Design muldiv_unit, sky130hd; sources not shown.
**Placed cells, one color a class**

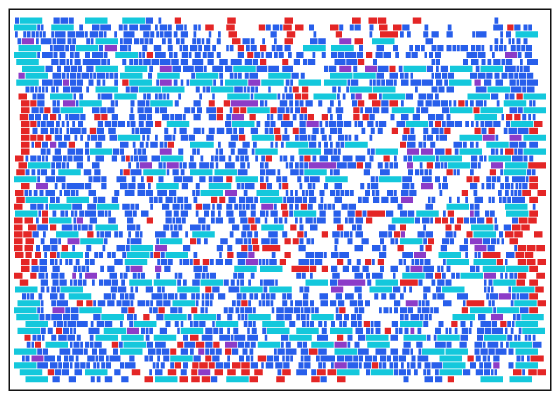
class	color	cells
remaining logic cells	blue	1878
clock drivers and dummy loads	purple	64
registers	cyan	215
remaining buffers and delay cells	red	292
Design Area, Final: 21100 µm²
sequential share of cell area: 0.255

**Routed metal, one color a layer**

The bar under the picture is 50 µm long. Only two layers are drawn.
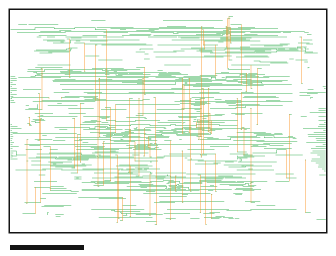
layer	color	wire length
M3	green	9600 µm
M4	orange	2180 µm
routed length per placed instance: 23.8 µm
Post-Route WL: 68300 µm
detailed-route via count: 19000
aggregate global-route resource usage: 0.426

**Clock wires, drivers and flops**

The bar under the picture is 50 µm long.
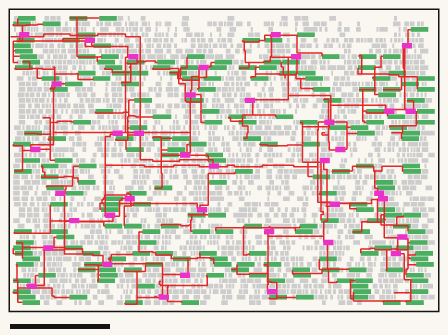
[flip-flops] green | count: 215
[clock wires] red | length: 3540 µm
[clock-net drivers] magenta | count: 38
flops lie	all over the die
clock network latency to the later pin of the worst-skew pair: 590 ps
clock skew after layout: 35.7 ps
clock network power: 2.29 mW
fraction of power consumed by the clock network: 0.216

==> Implementation_results.wiki <==
=== Physical design figures ===
{| class="wikitable"
! Metric !! Value
|-
| Status || finished clean
|-
| Number of multi-input logic gates || between 1500 and 2000
|-
| Number of cells produced by synthesis || 2246
|-
| Final cycle utilization of the critical path || 0.993
|-
| Chip Area || 31900 µm²
|-
| Static power due to leakage || 9.28 nW
|-
| Synth-to-layout area growth || 18.9%
|-
| Portion of the post-synthesis area used by sequential elements || 0.303
|-
| Power dissipated in combinational cells || 5.04 mW
|-
| Logic pwr share || 0.475
|-
| Tally of nets with antenna violations remaining after routing || 0
|-
| Antenna cells || 4
|-
| Count of plain and timing-repair buffers || 292
|-
| Wire length of the first global-routing pass || 103000 µm
|-
| Amount of wire on met3 after detailed routing || 9600 µm
|-
| Cell with the biggest individual delay on the critical path || or4_4
|-
| Area fraction in compound gates after synthesis || 0.268
|-
| Root buffer selected by CTS || clkbuf_8
|-
| Biggest consumer || combinational logic
|-
| Final period demand of the worst path || roughly 4000 ps
|-
| XOR-XNOR Cells, Area Fraction || 0.0868
|-
| NetSw || 4.69 mW
|-
| Util after Layout || 0.697
|-
| Part of the power in registers || 0.309
|-
| Pre-Repair DR Iteration Count || 6
|-
| Total power per unit cell area || 502 nW/µm²
|-
| Non-filler cells in the finished layout || 2865
|-
| Critical path data arrival time || roughly 4500 ps
|-
| Overall power after layout || 10.6 mW
|-
| Commonest cells post-synth || nand2_1, o21ai_0, dfrtp_1
|-
| DP HPWL || about 52000 µm
|-
| Multi-input logic portion of the cell area || 0.544
|-
| DP Area || 20300 µm²
|-
| Clock sink count || 215
|-
| Achievable clock frequency || 246 MHz
|-
| Placed cell count || 2797
|-
| Number of cells on the critical path || 11
|-
| Total number of H-tree levels || 2
|-
| Path category of the worst min-delay check || in2async
|-
| Multi-input gate area || 11500 µm²
|-
| Num ports || 116
|-
| Leading cell kind || multi-input combinational cells
|-
| Filler cell count in the final layout || 2498
|-
| Final Setup Violations || 0
|-
| Netlist area before placement || approximately 18000 µm²
|-
| Clock Tree Buf Depth || 3
|-
| Worst path buffer plus inverter count || 3
|-
| Most congested layer reported by global routing || met1
|-
| #FFs+latches synth || approximately 220
|-
| Max reg flops || ~64
|-
| Routed length on met1 || 29000 µm
|-
| Remaining design rule violation count || 0
|-
| Total count of max-transition violations in the final report || 0
|-
| Post-synthesis cell type with the largest combined area || dfrtp_1
|-
| Die Y || 150 µm
|-
| Worst slew slack as a fraction of its limit || 0.281
|-
| Logic inverters || 81
|-
| Global Route met1 Usage || 0.623
|-
| Slew at the pin closest to its max-slew limit || ~1100 ps
|-
| Number of global-route vias before repair || 17500
|-
| Kind of critical path || in2reg
|-
| Required time worst endpoint || approximately 4600 ps
|-
| Largest net degree at the start of global routing || 102
|-
| Num CTS Buffers || 38
|-
| Highest metal layer with signal wires || met5
|-
| CTS tree || built
|-
| Commonest Layout Cell || nand2_1
|-
| Number of core rows || between 50 and 60
|-
| Least setup slack across all paths after layout || 27.2 ps
|-
| Post-Route Setup TNS || 0 ps
|-
| Switching fraction of total power || 0.442
|-
| Layout cells sized above 1 || 0.130
|-
| Worst Setup End Kind || register
|-
| Footprint of the flip-flops and latches || about 5400 µm²
|-
| Residual overflow from global routing || 0
|-
| GR Util met3 || 0.129
|-
| Final-layout non-clock buffer area share || 0.122
|-
| Cell area leaders || dfrtp_1, o21ai_0, nand2_1, ha_1, a21oi_1
|-
| Peak fanout along the critical path || 6
|-
| Met2 routed wirelength || approximately 28000 µm
|-
| Dominant cell by count in the synthesized netlist || nand2_1
|-
| Main combinational cell family by area after synthesis || AND-OR/OR-AND gates
|-
| Area of the core || 30300 µm²
|-
| Maxcap violations || 0
|-
| Synthesis warning total || 0
|-
| Leading cell types in the layout, fill and taps excluded || nand2_1, o21ai_0, dfrtp_1
|-
| Met2 Track Usage GR || 0.596
|-
| R2R setup slack || 260 ps
|-
| Number of antenna violations at the first check in global routing || 3
|-
| Kind of start point of the critical path || input pin
|-
| Tally of OpenROAD warnings || 30
|-
| Total number of nets in the final design || between 2000 and 3000
|-
| Clock input transition at the sequential cells of the worst setup and hold paths || 70 ps
|-
| FF+latch count || between 200 and 250
|-
| Largest voltage drop on the vdd net || 341 µV
|-
| Post-synthesis cell count from yosys || about 2200
|-
| Top Family by Delay on Critical Path || simple AND/OR/NAND/NOR gates
|-
| DIE WIDTH || around 210 µm
|-
| FP Core Util || 0.586
|-
| Async S/R FF share, synth || 1.00
|-
| Count of library flops with an enable pin || 0
|-
| Mean number of vias per cell || between 6 and 7
|-
| Count of unique library cells instantiated by Yosys || 75
|}
Power figures rest on the tool's default switching activity, not on a simulated workload.
